==> config.mk <==
export PLATFORM = sky130hd
export DESIGN_NAME = fetch_unit
export DESIGN_NICKNAME = d
export VERILOG_FILES = /design/src/rtl/fetch_unit_pkg.sv /design/src/rtl/fetch_buffer.sv /design/src/rtl/fetch_unit.sv
export SDC_FILE = /design/constraint.sdc
export NUM_CORES = 1
export LEC_CHECK = 0
export CAP_MARGIN = 20
export CORE_UTILIZATION = 50
export CTS_CLUSTER_SIZE = 8
export DETAILED_ROUTE_END_ITERATION = 10
export GPL_ROUTABILITY_DRIVEN = 0
export GPL_TIMING_DRIVEN = 0
export PLACE_DENSITY = 0.84
export SLEW_MARGIN = 20
export SYNTH_ARGS = -nofsm -noshare
export SYNTH_HDL_FRONTEND = slang
export SYNTH_SLANG_ARGS = --single-unit
==> constraint.sdc <==
create_clock -name clk -period 8.1 [get_ports clk]
set_input_delay 1.62 -clock clk [delete_from_list [all_inputs] [get_ports clk]]
set_output_delay 1.62 -clock clk [all_outputs]
set_load 0.02 [all_outputs]
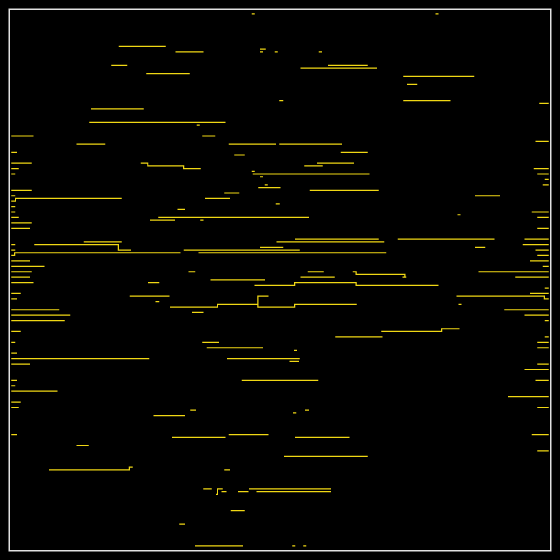
*The metal 3 layer*
The longest straight run is 46.7 µm. The wires run mostly horizontal.
Total Wirelength: 21900 µm
routed vias: 6526
met3 Use GR: 4.49%

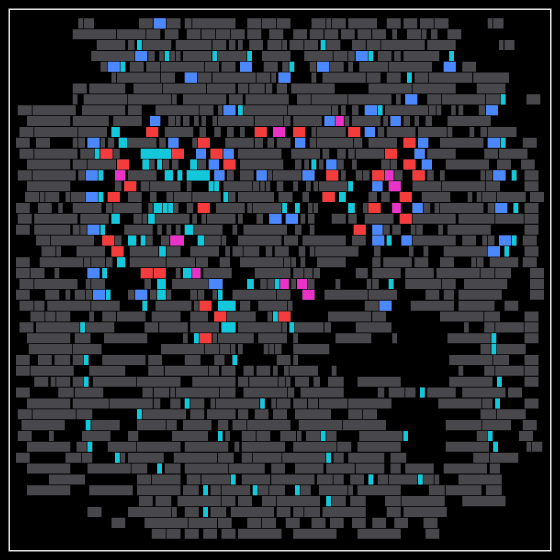
*Selected gate families*
NOR gates: shown in cyan, cells 97, most used nor2_1, where spread over the die. XOR/XNOR gates: shown in red, cells 32, most used xnor2_1. AND and OR gates: shown in magenta, cells 11. AND-OR and OR-AND gates: shown in blue, cells 50, most used a211o_1.
Comb/total area: 24.5%
fin cells: 1184

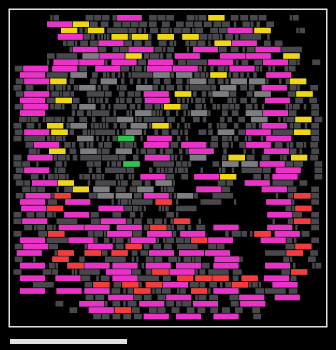
*Where the registers sit*
Scale bar: 50 µm.
pc1: shown in yellow, sequential cells 30. u_buf.mem_r: shown in magenta, sequential cells 124, where spread over the die. state_r: shown in green, sequential cells 2. ir: shown in red, sequential cells 32, where a horizontal strip, bottom.
utilization after layout: 68.2%
sequential share of cell area: 48.3%
Flop area: 0.00571 mm²
P_seq: 1.25 mW

==> impl_metrics.tcl <==
# metrics dict for downstream scripts
set metrics [dict create \
    cap_viol_max_count 0 \
    clk_root_buffer_cell "clkbuf_16" \
    lay_top_cells "clkdlybuf4s50_1 (160), edfxtp_1 (124), dfxtp_1 (99), nor2_1 (74), clkbuf_1 (51)" \
    cts-htree-levels 1 \
    diodes 0 \
    die_h_um 135 \
    cts_resized 0 \
    tool_warnings 28 \
    rsz0062_at_grt "no" \
    status "completed" \
    flop_cell "edfxtp_1" \
    synthMostInstantiatedCell "edfxtp_1" \
    dp_cells 1126 \
    fp-utilization_pct 51.3 \
    wl_per_cell_um 18.5 \
    r2r_slack_ns 5.57 \
    slew_violations 0 \
    p_int_mw 2.02 \
    nFillCells 1298 \
    hold_depth 2 \
    hold_class "flip-flop to flip-flop" \
    worstMarginPinSlew_ns 0.825 \
    yosysWarnings 0 \
    ir_worst_vdd_uv 170 \
    cts_hold_buf 0 \
    swShare_pct 21.7 \
    grt.overflow.total 0 \
    topCellsByArea "edfxtp_1 (42%), dfxtp_1 (22%), mux2_2 (3.8%)" \
    synth_seq_share_pct 64.3 \
    clk_share_pct 7.47 \
    switchingPower_uw 562 \
    drt_pass1_iterations 8 \
]
## logic make-up after synthesis
kind of cell | synth area share [%]
flip-flops | 64.3
AND/OR/NAND/NOR | 10.4
AND-OR/OR-AND | 10.9
buffers and inverters | 3.47
multiplexers | 7.52
XOR/XNOR | 3.16
adder cells (fa/ha/maj) | 0.282
other | 0.0422
## routing by layer
| layer | global-route usage, % | share of wire, % | wire (µm) |
|---|---|---|---|
| met1 | 31.5 | 42 | 9170 |
| met2 | 39.4 | 49 | 10700 |
| met3 | 4.49 | 6.0 | 1300 |
| met4 | 9.74 | 3.1 | 676 |
| met5 | 0 | 0 | 0 |
## worst max-delay path, cell delays in order
cell	delay, ns
clkdlybuf4s50_1	0.54
or2_2	0.34
clkbuf_1	0.28
nor4_1	0.45
clkdlybuf4s50_1	0.71
Power and IR drop assume default switching activity.
